$ cat config.mk
export PLATFORM = sky130hd
export DESIGN_NAME = tt_sweep_capture
export DESIGN_NICKNAME = d
export VERILOG_FILES = /design/src/rtl/tt_sweep_capture.sv
export SDC_FILE = /design/constraint.sdc
export NUM_CORES = 1
export LEC_CHECK = 0
export ABC_CLOCK_PERIOD_IN_PS = 2570
export CORE_UTILIZATION = 45
export DETAILED_ROUTE_END_ITERATION = 8
export PLACE_DENSITY = 0.68
export SLEW_MARGIN = 20
export SYNTH_ARGS = -nofsm -noshare
export SYNTH_HDL_FRONTEND = slang
export SYNTH_SLANG_ARGS = --single-unit
$ cat constraint.sdc
create_clock -name clk -period 2.57 [get_ports clk]
set_clock_uncertainty 0.2 [all_clocks]
set_input_delay 0.771 -clock clk [delete_from_list [all_inputs] [get_ports clk]]
set_output_delay 0.771 -clock clk [all_outputs]
set_load 0.03 [all_outputs]
$ cat src/rtl/tt_sweep_capture.sv
// tt_sweep_capture: sweeps all 2**N_IN input vectors through a FUT and captures its truth table and minterm count.
// Optional TT_MONO_CHECK_EN adds mono_violation, flagging a non-monotone-increasing function.
module tt_sweep_capture #(
  parameter int N_IN = 7,
  parameter int SETTLE = 0
) (
  input  logic                 clk,
  input  logic                 rst_n,
  input  logic                 start,
  input  logic                 abort,
  output logic [N_IN-1:0]      dut_x,
  input  logic                 dut_out,
  output logic                 busy,
  output logic                 done,
  output logic [2**N_IN-1:0]   tt,
  output logic [7:0]           ones_count
`ifdef TT_MONO_CHECK_EN
  ,
  output logic                 mono_violation
`endif
);
  typedef enum logic [1:0] {IDLE, SWEEP, FINISH} state_t;
  localparam logic [N_IN-1:0] ONE = 1;
  state_t state, state_n;
  logic [3:0] wcnt;
  logic last, sample, accept;
  assign last = &dut_x;
  assign busy = state == SWEEP;
  assign done = state == FINISH;
  assign accept = state == IDLE && start;
  assign sample = busy && !abort && wcnt == 4'd0;
  always_comb begin
    state_n = state;
    state_n = (state == IDLE) ? (start ? SWEEP : IDLE) :
              (state == SWEEP) ? (abort ? IDLE : (sample && last) ? FINISH : SWEEP) : IDLE;
  end
  always_ff @(posedge clk or negedge rst_n)
    if (!rst_n) begin
      state      <= IDLE;
      dut_x      <= '0;
      wcnt       <= '0;
      tt         <= '0;
      ones_count <= '0;
    end else begin
      state <= state_n;
      if (accept) begin
        dut_x      <= '0;
        wcnt       <= 4'(SETTLE);
        tt         <= '0;
        ones_count <= '0;
      end else if (busy && abort) begin
        dut_x <= '0;
        wcnt  <= '0;
      end else if (busy && wcnt != 4'd0) begin
        wcnt <= wcnt - 4'd1;
      end else if (sample) begin
        tt[dut_x]  <= dut_out;
        ones_count <= ones_count + 8'(dut_out);
        if (!last) begin
          dut_x <= dut_x + ONE;
          wcnt  <= 4'(SETTLE);
        end
      end else if (done) begin
        dut_x <= '0;
      end
    end
`ifdef TT_MONO_CHECK_EN
  // bad[i*N_IN+k]: raising input k from vector i drops the output from 1 to 0
  logic [2**N_IN*N_IN-1:0] bad;
  logic mono_valid;
  for (genvar i = 0; i < 2**N_IN; i++) begin : g_vec
    for (genvar k = 0; k < N_IN; k++) begin : g_bit
      if (((i >> k) & 1) == 0) begin : g_up
        assign bad[i*N_IN+k] = tt[i] & ~tt[i | (1 << k)];
      end else begin : g_na
        assign bad[i*N_IN+k] = 1'b0;
      end
    end
  end
  // tt is final from the FINISH entry edge onward, so the flag gates the live reduction
  always_ff @(posedge clk or negedge rst_n)
    if (!rst_n) mono_valid <= 1'b0;
    else if (accept) mono_valid <= 1'b0;
    else if (sample && last) mono_valid <= 1'b1;
  assign mono_violation = mono_valid & (|bad);
`endif
endmodule

==> images/util_map.png <==
Scale bar: 50 um. 13 x 13 tiles, from black (low) to pale yellow (high), 0 to 100% covered.
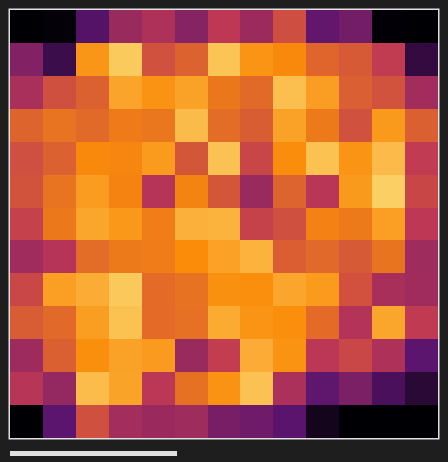
The mean over all tiles is 59%. The emptiest ninth of the die: bottom right. 30% of the tiles are over 75% full. 4.7% of the tiles are nearly empty. The fullest tile reaches 90%.
fp_density: 46.72%
Layout Utilization: 64.37%
core area: 15370 um^2

==> images/m1.png <==
Scale bar: 50 um.
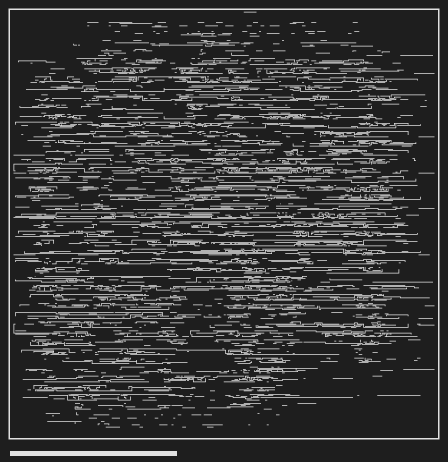
The longest straight run is 37.7 um. 828 nets have wire on it. The layer holds 42% of the routed length. The layer carries 9490 um of wire.
drt total wl: 22660 um
GR Layer Usage met1: 37.52%

==> images/m2.png <==
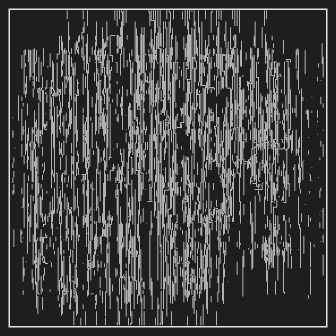
804 nets have wire on it. The layer holds 47% of the routed length.
Via Count: 6827
global-route met2 utilization: 43.62%

==> run summary <==
run metrics: ys flops=149, Yosys chip area=just over 7000 um^2, Synth warnings=0, Layout Nets=roughly 950, largest net degree at the start of global routing=about 130, VDD IR-drop max=0.4363 mV, CTS Root Cell=clkbuf_16, placed instance count=roughly 1.1k, initial antenna violation count=0, status=complete, no violations, Final period util=96.99%, area growth from synthesis to layout=37.77%, DRT Pass-1 Iters=5, Hold WC Path Type=in -> async, top logic cell by instance count in the layout=dfrtp_1, setup ws final=just under 0.08 ns, Boundary Pins=about 150, Overflow after GRT=0, cell count after synthesis=between 700 and 800, Slew @ Worst Pin=about 0.61 ns, slowest CP cell=clkdlybuf4s50_1
-- cells by family after synthesis --
logic type	Yosys count	synth area share (%)
AND-OR/OR-AND	266	22.47
AND/OR/NAND/NOR	253	17.94
flip-flops	149	51.92
buffers and inverters	79	5.366
XOR/XNOR	6	0.7317
multiplexers	5	0.6969
adder cells (fa/ha/maj)	5	0.8711
-- layout make-up --
class	instances	area, um^2
Fill cell	1248	5477
Sequential cell	149	3729
Multi-Input combinational cell	535	3075
Timing Repair Buffer	227	2240
Clock buffer	20	456.7
Tap cell	211	264.0
Clock inverter	12	103.9
Inverter	7	26.28
-- path summary, 6_finish.rpt --
path	start	cells after the start	end	slack [ns]
max	ones_count[4]	1	ones_count[4]	0.08
min	rst_n	1	ones_count[5]	0.07
max reg2reg	wcnt[0]	8	tt[57]	0.13
min reg2reg	ones_count[7]	1	ones_count[7]	0.29
max in group asynchronous	rst_n	2	tt[117]	1.49
min in group clk	ones_count[7]	1	ones_count[7]	0.29
-- worst register-to-register path, cell delays in order (launching register included) --
cell     delay (ns)
dfrtp_1        0.40
inv_1          0.13
ha_2           0.22
or3b_1         0.37
buf_4          0.21
nor4_4         0.32
buf_12         0.20
a21oi_1        0.07
a31o_2         0.21
-- power by group --
part	leakage, uW	switching, uW	internal [uW]
Combinational	0.00189	690	355
Sequential	0.00208	51.9	2400
Clock	0.000272	999	1380
Total	0.00424	1740	4140
-- repair_timing --
item / CTS / global route
pin swaps: 0 / 5
setup buffers: 0 / 1
cloned: 0 / 1
setup endpoints to repair: 2 / 43
hold buffers: 0 / 0
resized: 2 / 8
-- sequential cells by signal, indices dropped and copies added (netlist names) --
| register | flops |
|---|---|
| wcnt | 4 |
| ones_count | 8 |
| dut_x | 7 |
| tt | 128 |
| state | 2 |
Power figures rest on the tool's default switching activity, not on a simulated workload.
